## src/rtl/spi_master_cfg_pkg.sv

```systemverilog
// spi_master_cfg_pkg: FSM state encoding, SPI mode constants and width helper for the SPI master.
package spi_master_cfg_pkg;
  typedef enum logic [2:0] {ST_IDLE, ST_SETUP, ST_XFER, ST_HOLD, ST_GAP} state_e;
  localparam logic [1:0] SPI_MODE0 = 2'b00;
  localparam logic [1:0] SPI_MODE1 = 2'b01;
  localparam logic [1:0] SPI_MODE2 = 2'b10;
  localparam logic [1:0] SPI_MODE3 = 2'b11;
  function automatic int cs_width(input int n);
    return n > 1 ? $clog2(n) : 1;
  endfunction
endpackage

```

## src/rtl/spi_master_cfg_if.sv

```systemverilog
// spi_master_cfg_if: host handshake and SPI pin bundle; master is the SPI engine side, slave the host side.
interface spi_master_cfg_if import spi_master_cfg_pkg::*; #(
  parameter int DATA_W = 8,
  parameter int NUM_CS = 1,
  parameter int CS_W = cs_width(NUM_CS)
) ();
  logic start, ready, cpol, cpha, rx_valid, spi_clk, mosi, miso;
  logic [CS_W-1:0] cs_sel;
  logic [DATA_W-1:0] tx_data, rx_data;
  logic [NUM_CS-1:0] cs_n;
  modport master (
    input start, cpol, cpha, cs_sel, tx_data, miso,
    output ready, rx_data, rx_valid, spi_clk, cs_n, mosi
  );
  modport slave (
    output start, cpol, cpha, cs_sel, tx_data, miso,
    input ready, rx_data, rx_valid, spi_clk, cs_n, mosi
  );
endinterface

```

## src/rtl/spi_master_cfg_tick.sv

```systemverilog
// spi_clk_tick: half-period counter pulsing tick_o every CLK_DIV clks, held at zero while clr_i.
module spi_clk_tick #(
  parameter int CLK_DIV = 4
) (
  input  logic clk,
  input  logic reset,
  input  logic clr_i,
  output logic tick_o
);
  localparam int CW = $clog2(CLK_DIV);
  logic [CW-1:0] cnt_q, cnt_d;
  assign tick_o = cnt_q == CW'(CLK_DIV - 1);
  always_comb cnt_d = (clr_i || tick_o) ? '0 : cnt_q + 1'b1;
  always_ff @(posedge clk)
    if (reset) cnt_q <= '0;
    else cnt_q <= cnt_d;
endmodule

```

## src/rtl/spi_master_cfg.sv

```systemverilog
// spi_master_cfg: full-duplex SPI master with configurable width, divider, chip selects and CPOL/CPHA.
module spi_master_cfg import spi_master_cfg_pkg::*; #(
  parameter int DATA_W = 8,
  parameter int CLK_DIV = 4,
  parameter int NUM_CS = 1
) (
  input logic clk,
  input logic reset,
  spi_master_cfg_if.master bus
);
  localparam int EW = $clog2(2 * DATA_W);
  localparam logic [EW-1:0] LAST = EW'(2 * DATA_W - 1);
  localparam logic [NUM_CS-1:0] CS_ONE = NUM_CS'(1);
  state_e state_q, state_d;
  logic cpha_q, cpha_d, sclk_q, sclk_d, mosi_q, mosi_d, rxv_q, rxv_d, tick;
  logic [DATA_W-1:0] shift_q, shift_d, rx_sh_q, rx_sh_d, rxd_q, rxd_d;
  logic [EW-1:0] edge_cnt_q, edge_cnt_d;
  logic [NUM_CS-1:0] csn_q, csn_d;
  spi_clk_tick #(.CLK_DIV(CLK_DIV)) u_tick (
    .clk(clk),
    .reset(reset),
    .clr_i(state_q == ST_IDLE),
    .tick_o(tick)
  );
  assign bus.ready = state_q == ST_IDLE;
  assign bus.rx_data = rxd_q;
  assign bus.rx_valid = rxv_q;
  assign bus.spi_clk = sclk_q;
  assign bus.cs_n = csn_q;
  assign bus.mosi = mosi_q;
  always_comb begin
    state_d = state_q;
    cpha_d = cpha_q;
    sclk_d = sclk_q;
    mosi_d = mosi_q;
    rxv_d = 1'b0;
    shift_d = shift_q;
    rx_sh_d = rx_sh_q;
    rxd_d = rxd_q;
    edge_cnt_d = edge_cnt_q;
    csn_d = csn_q;
    case (state_q)
      ST_IDLE: begin
        sclk_d = bus.cpol;
        mosi_d = 1'b1;
        if (bus.start) begin
          cpha_d = bus.cpha;
          shift_d = bus.tx_data;
          // an out-of-range index shifts the one-hot out entirely, leaving every select high
          csn_d = ~(CS_ONE << bus.cs_sel);
          mosi_d = bus.cpha ? 1'b1 : bus.tx_data[DATA_W-1];
          edge_cnt_d = '0;
          state_d = ST_SETUP;
        end
      end
      ST_SETUP: state_d = tick ? ST_XFER : ST_SETUP;
      ST_XFER: if (tick) begin
        sclk_d = ~sclk_q;
        edge_cnt_d = edge_cnt_q + 1'b1;
        if (~edge_cnt_q[0] ^ cpha_q) rx_sh_d = {rx_sh_q[DATA_W-2:0], bus.miso};
        else if (edge_cnt_q != LAST) begin
          mosi_d = cpha_q ? shift_q[DATA_W-1] : shift_q[DATA_W-2];
          shift_d = shift_q << 1;
        end
        if (edge_cnt_q == LAST) begin
          edge_cnt_d = '0;
          state_d = ST_HOLD;
        end
      end
      ST_HOLD: if (tick) begin
        csn_d = '1;
        mosi_d = 1'b1;
        rxd_d = rx_sh_q;
        rxv_d = 1'b1;
        state_d = ST_GAP;
      end
      ST_GAP: state_d = tick ? ST_IDLE : ST_GAP;
      default: state_d = ST_IDLE;
    endcase
  end
  always_ff @(posedge clk)
    if (reset) begin
      state_q <= ST_IDLE;
      cpha_q <= 1'b0;
      sclk_q <= 1'b0;
      mosi_q <= 1'b1;
      rxv_q <= 1'b0;
      shift_q <= '0;
      rx_sh_q <= '0;
      rxd_q <= '0;
      edge_cnt_q <= '0;
      csn_q <= '1;
    end else begin
      state_q <= state_d;
      cpha_q <= cpha_d;
      sclk_q <= sclk_d;
      mosi_q <= mosi_d;
      rxv_q <= rxv_d;
      shift_q <= shift_d;
      rx_sh_q <= rx_sh_d;
      rxd_q <= rxd_d;
      edge_cnt_q <= edge_cnt_d;
      csn_q <= csn_d;
    end
endmodule

```

## src/flat_wrapper.sv

```systemverilog
// flat-port wrapper written by rule: the top's interface ports become plain ports
module spi_master_cfg_flat import spi_master_cfg_pkg::*;
#(
  parameter int DATA_W = 8,
  parameter int CLK_DIV = 4,
  parameter int NUM_CS = 1
)
  (clk, reset, bus_start, bus_cpol, bus_cpha, bus_cs_sel, bus_tx_data, bus_miso, bus_ready, bus_rx_data, bus_rx_valid, bus_spi_clk, bus_cs_n, bus_mosi);
  spi_master_cfg_if #(.DATA_W(DATA_W), .NUM_CS(NUM_CS)) bus_i ();
  input logic clk;
  input logic reset;
  input wire logic [$bits(bus_i.start)-1:0] bus_start;
  input wire logic [$bits(bus_i.cpol)-1:0] bus_cpol;
  input wire logic [$bits(bus_i.cpha)-1:0] bus_cpha;
  input wire logic [$bits(bus_i.cs_sel)-1:0] bus_cs_sel;
  input wire logic [$bits(bus_i.tx_data)-1:0] bus_tx_data;
  input wire logic [$bits(bus_i.miso)-1:0] bus_miso;
  output wire logic [$bits(bus_i.ready)-1:0] bus_ready;
  output wire logic [$bits(bus_i.rx_data)-1:0] bus_rx_data;
  output wire logic [$bits(bus_i.rx_valid)-1:0] bus_rx_valid;
  output wire logic [$bits(bus_i.spi_clk)-1:0] bus_spi_clk;
  output wire logic [$bits(bus_i.cs_n)-1:0] bus_cs_n;
  output wire logic [$bits(bus_i.mosi)-1:0] bus_mosi;
  assign bus_i.start = bus_start;
  assign bus_i.cpol = bus_cpol;
  assign bus_i.cpha = bus_cpha;
  assign bus_i.cs_sel = bus_cs_sel;
  assign bus_i.tx_data = bus_tx_data;
  assign bus_i.miso = bus_miso;
  assign bus_ready = bus_i.ready;
  assign bus_rx_data = bus_i.rx_data;
  assign bus_rx_valid = bus_i.rx_valid;
  assign bus_spi_clk = bus_i.spi_clk;
  assign bus_cs_n = bus_i.cs_n;
  assign bus_mosi = bus_i.mosi;
  spi_master_cfg #(.DATA_W(DATA_W), .CLK_DIV(CLK_DIV), .NUM_CS(NUM_CS)) u_core (.clk(clk), .reset(reset), .bus(bus_i));
endmodule
```

## config.mk

```make
export PLATFORM = sky130hd
export DESIGN_NAME = spi_master_cfg_flat
export DESIGN_NICKNAME = d
export VERILOG_FILES = /design/src/rtl/spi_master_cfg_pkg.sv /design/src/rtl/spi_master_cfg_if.sv /design/src/rtl/spi_master_cfg_tick.sv /design/src/rtl/spi_master_cfg.sv /design/src/flat_wrapper.sv
export SDC_FILE = /design/constraint.sdc
export NUM_CORES = 1
export LEC_CHECK = 0
export CELL_PAD_IN_SITES_DETAIL_PLACEMENT = 0
export CELL_PAD_IN_SITES_GLOBAL_PLACEMENT = 1
export CORE_AREA = 3 3 77 79
export CTS_CLUSTER_SIZE = 20
export DETAILED_ROUTE_END_ITERATION = 12
export DIE_AREA = 0 0 80 82
export GPL_ROUTABILITY_DRIVEN = 0
export PLACE_DENSITY = 0.66
export SLEW_MARGIN = 20
export SYNTH_ARGS = -nofsm -noshare
export SYNTH_HDL_FRONTEND = slang
export SYNTH_HIERARCHICAL = 1
export SYNTH_SLANG_ARGS = --single-unit
```

## constraint.sdc

```tcl
create_clock -name clk -period 2.2 [get_ports clk]
set_input_delay 0.22 -clock clk [delete_from_list [all_inputs] [get_ports clk]]
set_output_delay 0.22 -clock clk [all_outputs]
set_load 0.02 [all_outputs]
```

==> flow_summary.yaml, run 1 <==
# physical design summary
timing:
  fmax_ghz: 0.494
  hold_slack_ns: 0.446
  tightest_slew_ns: 0.503
  relSlewSlack_pct: 66.3
  setup_viol: 0
  slew_violations: 0
  tns_ns: 0
layout:
  logic_gate_count: 129
  num-nonclk-buffers: 35
  fillers: 555
  drive_gt1_share_pct: 12.2
  nonClkBufAreaFrac_pct: 15.2
  lay_top_count: "dfxtp_1"
  diodes: 0
  nNonClkInverters: 3
  seq_share_pct: 35.1
  design_area_mm2: 0.00217
  syn2layout_area_growth_pct: 29.2
clock_network:
  cts_buffer_depth: 2
  root_buffer: "clkbuf_8"
  post-cts-setup-buffers: 0
  clk_latency_ns: 0.29
  cts_resized: 0
  cts_tree: "built"
setup_path:
  crit_chain: "or2_1 > nor2_2 > clkdlybuf4s50_1"
  crit_family: "buffers and inverters"
  crit_end: "bus_ready"
  cp_num_buf_inv: 1
  path_max_fanout: 10
  rrSetupSlack_ns: 0.44
  cp-start-kind: "flop"
  cpPeakStageDelay_ns: 0.64
  reg2reg_to: "u_core/shift_q[3]$_SDFFE_PP0P_"
  worstPathRequired_ns: 1.98
  rr_worst_depth: 5
  cp_num_cells: 3
power:
  power_density_mw_per_mm2: 725
  comb_power_uw: 117
  pg_clk_uw: 733
  clkPwrFrac_pct: 46.7
  power_leader: "the clock network"
  combPwrFrac_pct: 7.5
  p_sw_uw: 322
global_routing:
  grt_remaining_overflow: 0
  grt_pass1_vias: 1319
  grtUsageTotal_pct: 11.7
placement:
  hpwl_um: 2560
  dp.cells: 277
route:
  wire_per_inst_um: 13.1
  dr.max_layer_used: "met4"
  vias: 1416
  via_per_inst: 4.97
  first_pass_iters: 4
  wl_met1_um: 1830
  ant_nets: 0
synth:
  ys_chip_area_mm2: 0.00168
  synth-main-ff-cell: "dfxtp_1"
  top_area_cell: "dfxtp_1"
  post-synth-top-area-fraction_pct: 45.3
  netlist_area_mm2: 0.00168
  synth_nets: 199
  netlist_top_cells_count: "dfxtp_1, a21oi_1, nand2_1, nor2_1, mux2i_1"
job:
  warnings: 26
floorplanning:
  pin_count: 28
  rows: 27
  die-area_mm2: 0.00656
outcome:
  status: "complete, no violations"
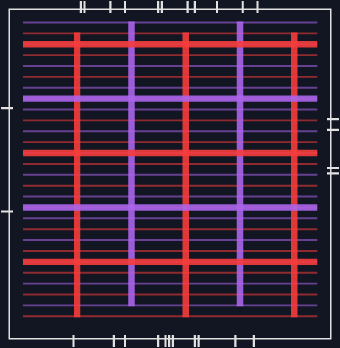
**Above:** run 1 (supply network).
Scale: 4 px per um. Pins as bars on the die edge.
[red] VSS
[purple] VDD
signal pins: 28
met1 rails: 28
met5 straps: 5
rows: 27
Max IR drop VDD: 0.200 mV
die height: 82 um
Die W: 80 um

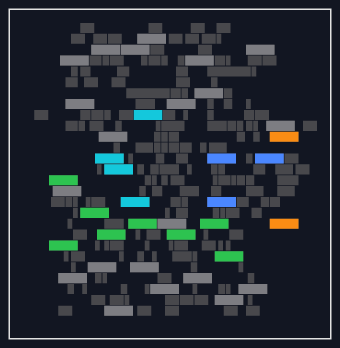
**Above:** run 1 (sequential cells grouped by signal name).
Scale: 4 px per um.
[cyan] u_core/edge_cnt_q | sequential cells: 4
[green] u_core/rx_sh_q | sequential cells: 8
[blue] u_core/state_q | sequential cells: 3
[orange] u_core/u_tick/cnt_q | sequential cells: 2
Seq power: 720 uW
final core utilization: 40.1%

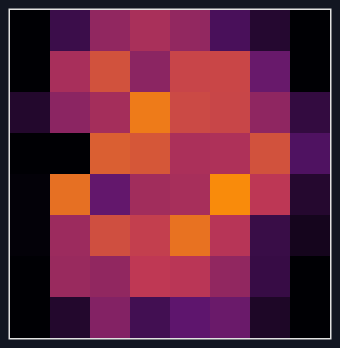
**Above:** run 1 (local utilization).
Scale: 4 px per um. 8 x 8 tiles, from black (low) to pale yellow (high), 0 to 100% covered.
emptiest ninth of the die: lower right
fullest tile: 75%
mean over tiles: 32%
nearly empty tiles: 19%
fp util: 31.0%
Core ar.: 0.00541 mm2

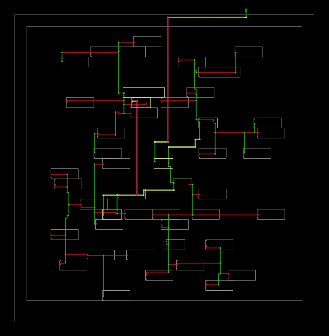
**Above:** run 1 (clock wiring as the flow saved it).
flop count: 38
CLK BUF: 6
clk_skew: 0.00491 ns

**Run 1: signal wires on met2**

Scale: 4 px per um.
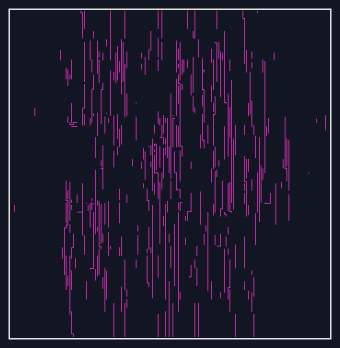

==> inputs of run 2 (changes only) <==
--- a/config.mk
+++ b/config.mk
@@ -7,12 +7,13 @@
 export LEC_CHECK = 0
 export CELL_PAD_IN_SITES_DETAIL_PLACEMENT = 0
 export CELL_PAD_IN_SITES_GLOBAL_PLACEMENT = 1
-export CORE_AREA = 3 3 77 79
+export CORE_AREA = 3 3 70 72
 export CTS_CLUSTER_SIZE = 20
 export DETAILED_ROUTE_END_ITERATION = 12
-export DIE_AREA = 0 0 80 82
+export DIE_AREA = 0 0 73 75
 export GPL_ROUTABILITY_DRIVEN = 0
-export PLACE_DENSITY = 0.66
+export PLACE_DENSITY = 0.77
+export REMOVE_ABC_BUFFERS = 1
 export SLEW_MARGIN = 20
 export SYNTH_ARGS = -nofsm -noshare
 export SYNTH_HDL_FRONTEND = slang
==> constraint.sdc (replaced) <==
create_clock -name clk -period 1.9 [get_ports clk]
set_input_delay 0.19 -clock clk [delete_from_list [all_inputs] [get_ports clk]]
set_output_delay 0.19 -clock clk [all_outputs]
set_load 0.02 [all_outputs]
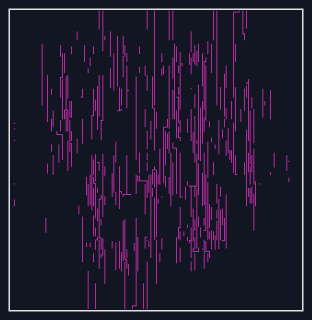
**Above:** run 2 (signal wires on met2).
Scale: 4 px per um.
wire length on this layer: 1770 um
share of all routed wire: 48%
main direction: vertical
nets with wire on the layer: 191
longest straight run: 23.6 um
GR Util met2: 23.3%
via count: 1406
Final Routed Wirelength: 3680 um

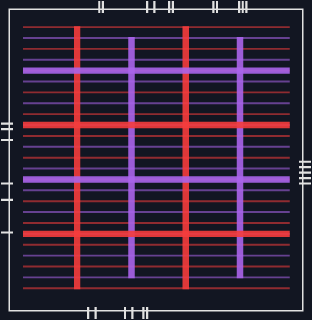
**Above:** run 2 (supply network).
Scale: 4 px per um. Pins as bars on the die edge.
Max IR drop VDD: 0.415 mV
die height: 75 um
Core ar.: 0.00435 mm2
Die W: 73 um

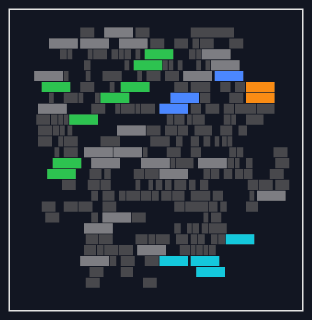
**Above:** run 2 (sequential cells grouped by signal name).
Scale: 4 px per um.
[blue] u_core/state_q | sequential cells: 3
[green] u_core/rx_sh_q | sequential cells: 8
[cyan] u_core/edge_cnt_q | sequential cells: 4
[orange] u_core/u_tick/cnt_q | sequential cells: 2
final core utilization: 49.0%
flop share of the area: 35.7%

==> run 2 against run 1 <==
Cell count down 6.0%. Die area down 17%. Critical path type unchanged. Clock skew up 0.00080 ns. Area after synthesis unchanged. Routed wire length down 1.2%. Critical endpoint unchanged. Non-clock buffer count up 3. Utilization up 8.9 points. Via count down 0.71%. Count of clock-buffer cells in the layout down 1.
==> flow_summary.yaml, run 2 <==
# physical design summary
power:
  p_sw_uw: 374
  p_seq_uw: 831
  comb_power_uw: 145
  power_density_mw_per_mm2: 776
  pg_clk_uw: 680
timing:
  slew_violations: 0
  tns_ns: 0
  setup_viol: 0
  relSlewSlack_pct: 68.9
  finClkSkew_ns: 0.00571
  fmax_ghz: 0.548
global_routing:
  grt_remaining_overflow: 0
  grtUsageTotal_pct: 14.4
layout:
  logic_gate_count: 129
  fillers: 402
  clkbuf_count: 5
  flop-count: 38
  design_area_mm2: 0.00213
  drive_gt1_share_pct: 13.0
  syn2layout_area_growth_pct: 27.1
  diodes: 0
  lay_top_count: "dfxtp_1"
  nNonClkInverters: 3
clock_network:
  root_buffer: "clkbuf_8"
  cts_tree: "built"
  clk_latency_ns: 0.29
  cts_resized: 0
  post-cts-setup-buffers: 0
  cts_buffer_depth: 2
setup_path:
  worstPathRequired_ns: 1.71
  path_max_fanout: 2
  cpPeakStageDelay_ns: 0.63
  cp_num_cells: 3
  rr_worst_depth: 6
floorplanning:
  die-area_mm2: 0.00548
  initial_core_util_pct: 38.5
route:
  wire_per_inst_um: 13.7
  first_pass_iters: 4
  wl_met1_um: 1720
job:
  warnings: 25
placement:
  dp.cells: 260
  hpwl_um: 2610
outcome:
  status: "complete, no violations"
synth:
  netlist_area_mm2: 0.00168
  netlist_top_cells_count: "dfxtp_1, a21oi_1, nand2_1, nor2_1, mux2i_1"
==> inputs of run 3 (changes only) <==
--- a/config.mk
+++ b/config.mk
@@ -14,6 +14,7 @@
 export GPL_ROUTABILITY_DRIVEN = 0
 export PLACE_DENSITY = 0.77
 export REMOVE_ABC_BUFFERS = 1
+export SKIP_LAST_GASP = 1
 export SLEW_MARGIN = 20
 export SYNTH_ARGS = -nofsm -noshare
 export SYNTH_HDL_FRONTEND = slang
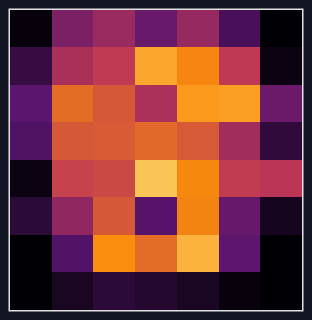
**Above:** run 3 (local utilization).
Scale: 4 px per um. 7 x 8 tiles, from black (low) to pale yellow (high), 0 to 100% covered.
fp util: 38.5%

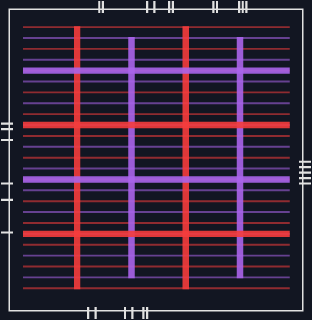
**Above:** run 3 (supply network).
Scale: 4 px per um. Pins as bars on the die edge.

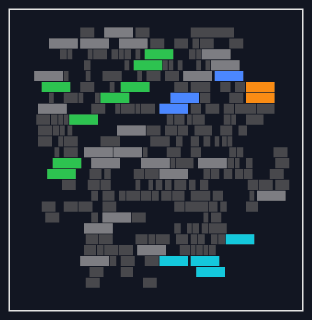
**Above:** run 3 (sequential cells grouped by signal name).
Scale: 4 px per um.
FF/Latch Area: 761 um2
Seq power: 831 uW

==> run 3 against run 2 <==
Count of clock-buffer cells in the layout unchanged. Synthesized cell count did not move. Routed wire length stayed put. Via count is the same. Design area unchanged. Cell count did not move. Global-route usage did not move. Sequential share of layout area is the same.
==> flow_summary.yaml, run 3 <==
# physical design summary
outcome:
  status: "complete, no violations"
global_routing:
  grt_remaining_overflow: 0
  grt-busiest-layer: "met2"
  gr-usage-met2_pct: 23.3
  grt_pass1_vias: 1384
  grtUsageTotal_pct: 14.4
  grt_max_degree: 22
layout:
  comb_share_pct: 38.9
  fillers: 402
  nNonClkInverters: 3
  fin_util_pct: 49.0
  flop-count: 38
  seq_share_pct: 35.7
  logic_gate_count: 129
  lay_top_count: "dfxtp_1"
  clk_share_pct: 5.34
  drive_gt1_share_pct: 13.0
  clkbuf_count: 5
  syn2layout_area_growth_pct: 27.1
  nNetsFinal: 232
  largestClassByArea: "combinational gates"
  num-nonclk-buffers: 38
  design_area_mm2: 0.00213
  diodes: 0
  nonClkBufAreaFrac_pct: 16.5
setup_path:
  cpPeakStageDelay_ns: 0.63
  path_max_fanout: 2
  cp_num_cells: 3
  rr_worst_depth: 6
  worstPathRequired_ns: 1.71
  cp_num_buf_inv: 1
timing:
  finClkSkew_ns: 0.00571
  fmax_ghz: 0.548
  tns_ns: 0
  fin_crit_sh_pct: 96.0
  slew_violations: 0
  setup_viol: 0
  relSlewSlack_pct: 68.9
synth:
  synthDistinctLibCells: 36
  netlist_instances: 182
  netlist_area_mm2: 0.00168
  ys_cells: 182
  ys_sh_mux_pct: 10.1
  post-synth-top-area-fraction_pct: 45.3
  logic_family: "simple AND/OR/NAND/NOR gates"
  syn_avg_cell_area_um2: 9.22
  netlist_top_cells_count: "dfxtp_1, a21oi_1, nand2_1, nor2_1, mux2i_1"
  yosys_warnings: 6
  topCellsByArea: "dfxtp_1, mux2i_1, a21oi_1"
  ys_sh_xor_pct: 1.04
power:
  comb_power_uw: 145
  power_density_mw_per_mm2: 776
  pg_clk_uw: 680
  p_sw_uw: 374
  static-leakage-power_uw: 0.000798
  ir_drop_mv: 0.415
clock_network:
  holdBufCountCts: 0
  cts-buffers-inserted: 5
  cts_buffer_depth: 2
  cts_tree: "built"
  post-cts-setup-buffers: 0
  clk_latency_ns: 0.29
  root_buffer: "clkbuf_8"
  cts_resized: 0
floorplanning:
  rows: 24
  die_w_um: 73
  core_mm2: 0.00435
  die_h_um: 75
  die-area_mm2: 0.00548
route:
  wire_per_inst_um: 13.7
  vias: 1406
  drc: 0
  wl_met1_um: 1720
  drt-total-wl_um: 3680
  first_pass_iters: 4
placement:
  dp.cells: 260
  hpwl_um: 2610
job:
  warnings: 25
worst_hold_path:
  whs_path_depth: 1
Power and IR drop assume default switching activity.
